File: src/rtl/mem_pkg.sv
// Shared definitions for the memory block mover: bus widths, op encodings
// and the control FSM state type.
package mem_pkg;

    localparam int ADDR_W = 12;
    localparam int DATA_W = 31;

    localparam logic OP_COPY = 1'b0;
    localparam logic OP_FILL = 1'b1;

    // Increment step for addresses and the remaining-word counter.
    localparam logic [ADDR_W-1:0] ADDR_ONE = ADDR_W'(1);

    typedef enum logic [1:0] {
        IDLE    = 2'd0,
        READ    = 2'd1,
        CAPTURE = 2'd2,
        WRITE   = 2'd3
    } state_t;

endpackage

File: src/rtl/mem_block_mover.sv
// Memory-bus initiator performing block COPY and block FILL against the
// 4096 x 31-bit main memory.
//
// Bus handshake: a request is held (read or write enable high, address and
// write data stable) from its first cycle through the cycle in which the
// memory pulses mem_finish. A write is committed by the memory at the end of
// the request's first cycle; read data is valid the cycle after mem_finish.
// The memory ignores a request held during its finish cycle, so presenting a
// new address in the following cycle is a legal back-to-back request. Read
// and write enables are never high together. All bus outputs are decoded
// from registers only.
module mem_block_mover
    import mem_pkg::*;
(
    input  logic              clk,
    input  logic              resetn,
    input  logic              start,
    input  logic              op,
    input  logic [ADDR_W-1:0] src_addr,
    input  logic [ADDR_W-1:0] dst_addr,
    input  logic [ADDR_W-1:0] count,
    input  logic [DATA_W-1:0] fill_data,
    output logic              busy,
    output logic              done,
    output logic              mem_read_enable,
    output logic              mem_write_enable,
    output logic [ADDR_W-1:0] mem_addr,
    output logic [DATA_W-1:0] mem_write_data,
    input  logic              mem_finish,
    input  logic [DATA_W-1:0] mem_read_data,
    output state_t            dbg_state
);

    state_t            r_state;
    state_t            w_next_state;
    logic              r_op;
    logic [ADDR_W-1:0] r_src;
    logic [ADDR_W-1:0] r_dst;
    logic [ADDR_W-1:0] r_remaining;
    logic [DATA_W-1:0] r_fill;
    logic [DATA_W-1:0] r_data;
    logic              r_done;
    logic              w_last;

    // The word being written is the final one of the block.
    assign w_last = (r_remaining == ADDR_ONE);

    // State register; reset forces IDLE immediately, even mid-block.
    always_ff @(posedge clk or negedge resetn) begin
        if (!resetn) begin
            r_state <= IDLE;
        end else begin
            r_state <= w_next_state;
        end
    end

    // Next-state decode: COPY loops READ/CAPTURE/WRITE, FILL stays in WRITE.
    always_comb begin
        w_next_state = r_state;
        case (r_state)
            IDLE: begin
                if (start && (count != '0)) begin
                    w_next_state = (op == OP_FILL) ? WRITE : READ;
                end
            end
            READ: begin
                if (mem_finish) begin
                    w_next_state = CAPTURE;
                end
            end
            CAPTURE: begin
                w_next_state = WRITE;
            end
            WRITE: begin
                if (mem_finish) begin
                    if (w_last) begin
                        w_next_state = IDLE;
                    end else if (r_op == OP_FILL) begin
                        w_next_state = WRITE;
                    end else begin
                        w_next_state = READ;
                    end
                end
            end
            default: begin
                w_next_state = IDLE;
            end
        endcase
    end

    // Operand capture, read-data capture, per-word advance and done pulse.
    always_ff @(posedge clk or negedge resetn) begin
        if (!resetn) begin
            r_op        <= OP_COPY;
            r_src       <= '0;
            r_dst       <= '0;
            r_remaining <= '0;
            r_fill      <= '0;
            r_data      <= '0;
            r_done      <= 1'b0;
        end else begin
            r_done <= 1'b0;
            case (r_state)
                IDLE: begin
                    if (start) begin
                        r_op        <= op;
                        r_src       <= src_addr;
                        r_dst       <= dst_addr;
                        r_remaining <= count;
                        r_fill      <= fill_data;
                        // An empty block completes without touching memory.
                        if (count == '0) begin
                            r_done <= 1'b1;
                        end
                    end
                end
                CAPTURE: begin
                    r_data <= mem_read_data;
                end
                WRITE: begin
                    if (mem_finish) begin
                        // Addresses wrap naturally at 2^ADDR_W.
                        r_src       <= r_src + ADDR_ONE;
                        r_dst       <= r_dst + ADDR_ONE;
                        r_remaining <= r_remaining - ADDR_ONE;
                        if (w_last) begin
                            r_done <= 1'b1;
                        end
                    end
                end
                default: begin
                end
            endcase
        end
    end

    // Bus and status outputs, decoded purely from registered state.
    always_comb begin
        busy             = (r_state != IDLE);
        done             = r_done;
        mem_read_enable  = 1'b0;
        mem_write_enable = 1'b0;
        mem_addr         = '0;
        mem_write_data   = '0;
        dbg_state        = r_state;
        case (r_state)
            READ: begin
                mem_read_enable = 1'b1;
                mem_addr        = r_src;
            end
            WRITE: begin
                mem_write_enable = 1'b1;
                mem_addr         = r_dst;
                mem_write_data   = (r_op == OP_FILL) ? r_fill : r_data;
            end
            default: begin
            end
        endcase
    end

endmodule

File: config.mk
export PLATFORM = sky130hd
export DESIGN_NAME = mem_block_mover
export DESIGN_NICKNAME = d
export VERILOG_FILES = /design/src/rtl/mem_pkg.sv /design/src/rtl/mem_block_mover.sv
export SDC_FILE = /design/constraint.sdc
export NUM_CORES = 1
export LEC_CHECK = 0
export ABC_AREA = 1
export CORE_ASPECT_RATIO = 1.4
export CORE_MARGIN = 8
export CORE_UTILIZATION = 52
export CTS_CLUSTER_SIZE = 20
export DETAILED_ROUTE_END_ITERATION = 8
export MAX_ROUTING_LAYER = met4
export PLACE_DENSITY = 0.86
export SLEW_MARGIN = 10
export SYNTH_ARGS = -nofsm -noshare
export SYNTH_HDL_FRONTEND = slang
export SYNTH_SLANG_ARGS = --single-unit
File: constraint.sdc
create_clock -name clk -period 4.45 [get_ports clk]
set_input_delay 0.445 -clock clk [delete_from_list [all_inputs] [get_ports clk]]
set_output_delay 0.445 -clock clk [all_outputs]
set_load 0.05 [all_outputs]
run_1/cell_classes.png
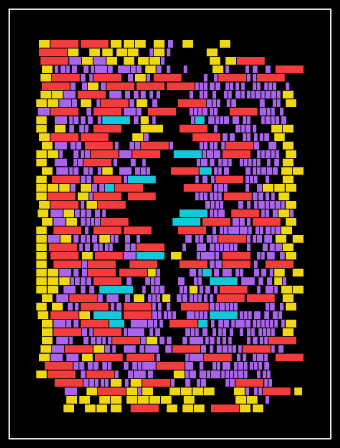
- purple: all other logic (cells 564; share of their area 38%)
- red: flip-flops (cells 102; share of their area 35%)
- cyan: clock drivers and dummy loads (cells 16; share of their area 4.4%)
- yellow: other buffers and delay cells (cells 157; share of their area 22%)
sequential share of cell area: 34.65%
Std-Cell Core Area: 10290 um2
number of rows created at floorplan: 44
utilization of the core after routing: 71.55%

run_1/pdn.png
The bar under the picture is 20 um long. Pins as bars on the die edge.
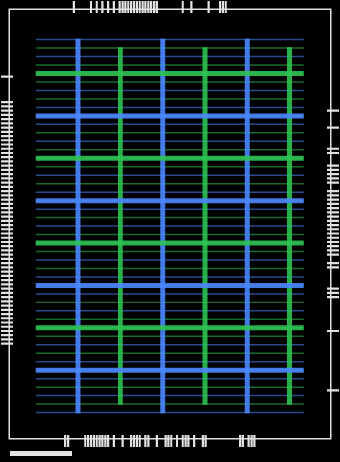
- blue: VSS
- green: VDD
- met4 straps: 6
- rows: 44
- signal pins: 152
- met1 rails: 45
- met5 straps: 8
peak supply drop: 0.0004911 V
die height: 137.3 um
width of the die: 102.7 um

==> results.txt, run 1 <==
run results: status=completed, number of non-clock inverters in the layout=75, number of cells in the finished layout apart from fillers=977, layout multi-input combinational cell count=489, logic share of the area=33.63%, count leader, synth=sky130_fd_sc_hd__nand2_1, Fin Setup TNS=0 ns, syn_area_per_cell=7.791 um2, critical path launch point type=flop, routability congestion estimate=0.9413, net count entering floorplan=813, clock tree from TritonCTS=built, flip-flops=102, number of H-tree levels=3, Routed wire per std cell=15.68 um, library cell occupying the most area in the post-synthesis netlist=sky130_fd_sc_hd__dfrtp_1, most frequently placed logic cell in the final layout=sky130_fd_sc_hd__nand2_1, required time of the worst setup path=4.01 ns, buffers added on ports=151, initial antenna violation count=0, origin of the critical flop-to-flop path=dbg_state[0]$_DFFE_PN0P_, Main logic family=simple AND/OR/NAND/NOR gates, cell type of the slowest stage on the worst timing path=sky130_fd_sc_hd__clkdlybuf4s50_1, maximum root-to-sink buffer count=2, count of unresolved DRC violations after routing=0, Setup crit end kind=output port, top-level port count=152, Adders+Majority by Area=1.830%, max-cap viol count=0, area fraction in and, or, nand and nor cells=20.06%, Non-Clock Buffer Count=157, area taken by flip-flops and latches=2552 um2, HPWL Detailed=11290 um, first element of the critical path=dbg_state[0]$_DFFE_PN0P_, Via density=5.485, via total after detailed routing=5359, maximum clock frequency=304.0 MHz, flip-flops with a built-in enable=0, biggest fanout along the worst timing path=57, most numerous cell types in the synthesized netlist=175 x sky130_fd_sc_hd__nand2_1, 102 x sky130_fd_sc_hd__dfrtp_1, 100 x sky130_fd_sc_hd__o21ai_0, signal buffers share of area=21.27%, count of synthesis-stage warnings from yosys=0, clock network share of area=4.281%, highest cell delay on the worst timing path=0.85 ns, violation tally from detailed-route iteration zero=234, minimum clock period=3.289 ns, area share, top type=46.67%, Critical Path End=mem_write_data[7], slack of the worst reg-to-reg path=1.54 ns, top flop regs=r_data x31, r_fill x31, wire length of the first global-routing pass=25080 um, pre-CTS setup slack=1.557 ns, antenna-violating nets left=0, post-cts hold-fix buffer tally=0, number of clock buffers in the layout=10, cells along the critical path=ha_2, buf_12, o21ai_0, a21oi_1, clkdlybuf4s50_1, category of cells accounting for the largest share of critical-path delay=buffers and inverters, count of buffer and inverter cells on the critical path=2, die footprint=14100 um2, Synth Register Bits=102, final setup vio count=0, Critical Setup Path Class=flop to output port, share of synthesized registers carrying an async set or reset=100.0%, tightest slew margin relative to the limit=34.99%, slew at the pin with the worst max-slew slack=0.9751 ns, drt pass-1 iters=6, primary flip-flop cell chosen by synthesis mapping=sky130_fd_sc_hd__dfrtp_1, total number of tap cells=138, Max Slew Vio Count=0, total number of warnings across the stage logs=30, Remaining Overflow, GRT=0, setup repair after global routing missed its margin=false, pin count of the biggest net entering global routing=70, cell class ranked first by area=sequential cells, number of sinks handled by clock tree synthesis=102, Inserted Diodes=0, total cell area reported by yosys after synthesis=5469 um2, commonest cells after routing, fill and taps aside=175 x sky130_fd_sc_hd__nand2_1, 150 x sky130_fd_sc_hd__clkdlybuf4s50_1, 102 x sky130_fd_sc_hd__dfrtp_1, Fin Clk Skew=0.009373 ns, number of nets in the layout=945, area overhead of the layout relative to synthesis=34.68%, type of the worst min-delay path=input pin to asynchronous set/reset pin, aggregate routed wire length=15320 um, Crit. path cell count=5, Cell Type Count=33, Cell area leaders=sky130_fd_sc_hd__dfrtp_1 47%, sky130_fd_sc_hd__nand2_1 12%, sky130_fd_sc_hd__o21ai_0 9.2%, Final Power=5.676 mW, Final Hold Violating Endpoints=0, post-synthesis xor/xnor area fraction=0.3203%, Resized Gates After CTS=0, reg2reg end=r_src[3]$_DFFE_PN0P_
run_1/density.png
The bar under the picture is 20 um long. 10 x 14 tiles, from black (low) to pale yellow (high), 0 to 100% covered.
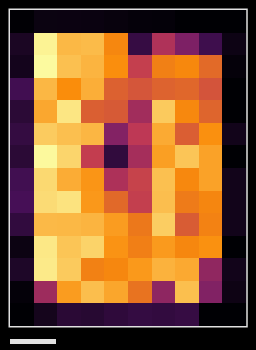
- fullest tile: 99%
- tiles over 75% full: 37%
- nearly empty tiles: 11%
- emptiest ninth of the die: north-east
- mean over tiles: 51%
core utilization at floorplan: 53.12%

-- run 1: where the power goes --
group          total (mW)  switching [mW]  internal, mW
Sequential           1.68           0.284          1.40
Combinational        3.17            2.09          1.08
Clock               0.824           0.363         0.461
-- run 1: per-layer routing --
layer  up-vias  wire (um)  GRT usage [%]
li1       2561          -              -
met1      2516       6186          26.35
met2       240       7630          37.98
met3        42       1057          5.159
met4         0        448          9.419
met5         -          0              -
-- run 1: per-stage QoR --
step           cell area [um2]  hold WS, ns
2_1_floorplan             5469       0.1494
3_3_place_gp              7051       0.4554
3_5_place_dp              7051       0.4662
4_1_cts                   7366       0.2515
5_1_grt                   7366       0.2791
6_report                  7366       0.2038
run_1/port_nets.png
The bar under the picture is 20 um long.
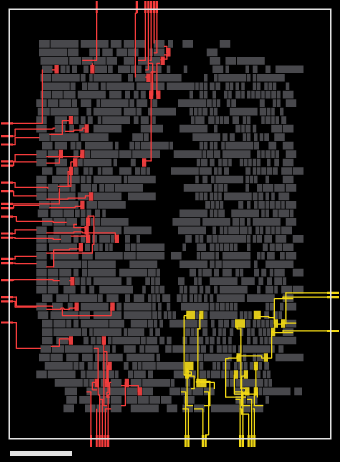

==> run 2, diff against run 1 <==
- CORE_UTILIZATION: 52 -> 44
- PLACE_DENSITY: 0.86 -> 0.77
- clock period: 4.45 -> 2.8 ns (I/O delays scaled with it)
run_2/port_nets.png
The bar under the picture is 20 um long.
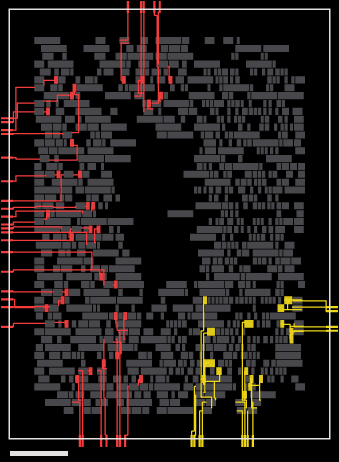
- red: mem_read_data (bits 31; direction input; edge 19 west, 7 south, 5 north; end cells 31; buffers 31; wire 862 um)
- yellow: count (bits 12; direction input; edge 8 south, 4 east; end cells 18; buffers 12; wire 351 um)
buffers added on ports: 151
top-level port count: 152

run_2/cell_classes.png
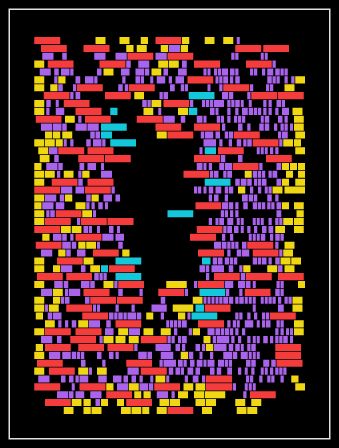
number of rows created at floorplan: 48
utilization of the core after routing: 60.79%
Std-Cell Core Area: 12250 um2
sequential share of cell area: 34.27%
Layout Cell Area excl Fill: 7448 um2

run_2/density.png
The bar under the picture is 20 um long. 11 x 15 tiles, from black (low) to pale yellow (high), 0 to 100% covered.
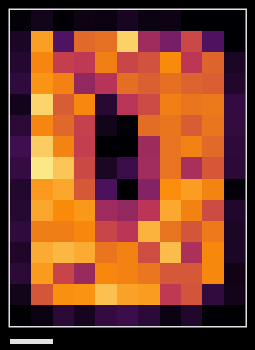
- fullest tile: 95%
- tiles over 75% full: 15%
- mean over tiles: 45%
- nearly empty tiles: 8.5%
- emptiest ninth of the die: center
core utilization at floorplan: 44.64%

==> run 2 against run 1 <==
Against the previous run:
- combinational power grew 63%
- global-route usage shrank 3.8 points
- first-iteration DRC count shrank 10%
- register-to-register slack lost 0.65 ns
- synthesized area is the same
- synthesized cell count is the same
- critical endpoint is now busy
==> results.txt, run 2 <==
run results: aggregate routed wire length=15170 um, syn_area_per_cell=7.791 um2, flip-flops with a built-in enable=0, Non-Clock Buffer Count=163, Crit. path cell count=4, total number of tap cells=150, Inserted Diodes=0, power consumed by the clock network=1.22 mW, clock network share of area=3.880%, Critical Path End=busy, area fraction in and, or, nand and nor cells=20.06%, Fin Clk Skew=0.01030 ns, Final Power=9.052 mW, flip-flops=102, wire length of the first global-routing pass=24570 um, Synth Register Bits=102, met2 layer usage reported by global route=30.88%, max-cap viol count=0, Remaining Overflow, GRT=0, Comb. pwr=5.16 mW, Adders+Majority by Area=1.830%, reg2reg end=r_dst[8]$_DFFE_PN0P_, clock tree from TritonCTS=built, sequential cell power=2.67 mW, Setup crit end kind=output port, HPWL Detailed=11170 um, count of unresolved DRC violations after routing=0, logic share of the area=34.82%, library cell occupying the most area in the post-synthesis netlist=sky130_fd_sc_hd__dfrtp_1, Leak Pwr=3.404 nW, post-cts hold-fix buffer tally=1, most numerous cell types in the synthesized netlist=175 x sky130_fd_sc_hd__nand2_1, 102 x sky130_fd_sc_hd__dfrtp_1, 100 x sky130_fd_sc_hd__o21ai_0, pre-CTS setup slack=0.7827 ns, Sequential Power Share=29.4%, layout multi-input combinational cell count=489, clock network fraction of design power=13.5%, width of the die=110.2 um, ys cells=702, Placed Instance Area=7149 um2, cell total after placement=978, number of clock buffers in the layout=9, number of sinks handled by clock tree synthesis=102, category of cells accounting for the largest share of critical-path delay=buffers and inverters, final setup vio count=0, area overhead of the layout relative to synthesis=36.19%, first element of the critical path=dbg_state[0]$_DFFE_PN0P_, tightest slew margin relative to the limit=59.64%, most frequently placed logic cell in the final layout=sky130_fd_sc_hd__nand2_1, highest cell delay on the worst timing path=0.82 ns, cells along the critical path=inv_1, ha_1, inv_1, clkdlybuf4s50_1, Max Slew Vio Count=0, area taken by flip-flops and latches=2552 um2, Cell Type Count=33, number of cells in the finished layout apart from fillers=995, peak supply drop=0.0006082 V, count leader, synth=sky130_fd_sc_hd__nand2_1, combinational share of power=57.0%, switching power summed over all nets=4.476 mW, routed length on met2=7470 um, cell class ranked first by area=logic gates, primary flip-flop cell chosen by synthesis mapping=sky130_fd_sc_hd__dfrtp_1, routability congestion estimate=0.8933, cell type of the slowest stage on the worst timing path=sky130_fd_sc_hd__clkdlybuf4s50_1, post-synthesis xor/xnor area fraction=0.3203%, metal1 wirelength=6402 um, die height=147.9 um, biggest fanout along the worst timing path=6, share of synthesized registers carrying an async set or reset=100.0%, Hold Slack=0.4752 ns, antenna-violating nets left=0, number of nets in the layout=951, via total after detailed routing=5139, pin count of the biggest net entering global routing=64, origin of the critical flop-to-flop path=dbg_state[0]$_DFFE_PN0P_, proportion of total power due to net switching=49.45%, internal power contribution=4.576 mW, maximum clock frequency=421.5 MHz, slew at the pin with the worst max-slew slack=0.6054 ns, Via density=5.165, Cell area leaders=sky130_fd_sc_hd__dfrtp_1 47%, sky130_fd_sc_hd__nand2_1 12%, sky130_fd_sc_hd__o21ai_0 9.2%, violation tally from detailed-route iteration zero=210, met3 track utilization from global routing=3.878%, Fin Setup TNS=0 ns, required time of the worst setup path=2.52 ns, maximum root-to-sink buffer count=2, total number of warnings across the stage logs=31, number of H-tree levels=3, setup repair after global routing missed its margin=false, total cell area reported by yosys after synthesis=5469 um2, commonest cells after routing, fill and taps aside=175 x sky130_fd_sc_hd__nand2_1, 107 x sky130_fd_sc_hd__clkdlybuf4s50_1, 102 x sky130_fd_sc_hd__dfrtp_1, status=completed, initial antenna violation count=0, critical path launch point type=flop, amount of wire on met3 after detailed routing=987 um, grt met1 use=23.36%, slack of the worst reg-to-reg path=0.89 ns, number of non-clock inverters in the layout=75
[run 2: cell count changes in the layout (fill, tap and decap cells not counted)]
cell                              delta
sky130_fd_sc_hd__inv_2               +1
sky130_fd_sc_hd__buf_4              +45
sky130_fd_sc_hd__a21oi_1            -31
sky130_fd_sc_hd__clkinv_1            -1
sky130_fd_sc_hd__clkdlybuf4s50_1    -43
sky130_fd_sc_hd__clkinv_4            -2
sky130_fd_sc_hd__inv_8               +1
sky130_fd_sc_hd__a21oi_2            +31
sky130_fd_sc_hd__bufinv_16           -1
sky130_fd_sc_hd__clkbuf_8            -1
sky130_fd_sc_hd__buf_12              +3
sky130_fd_sc_hd__clkinvlp_4          +2
sky130_fd_sc_hd__dlygate4sd3_1       +1
sky130_fd_sc_hd__inv_6               +1
Power and IR drop assume default switching activity.
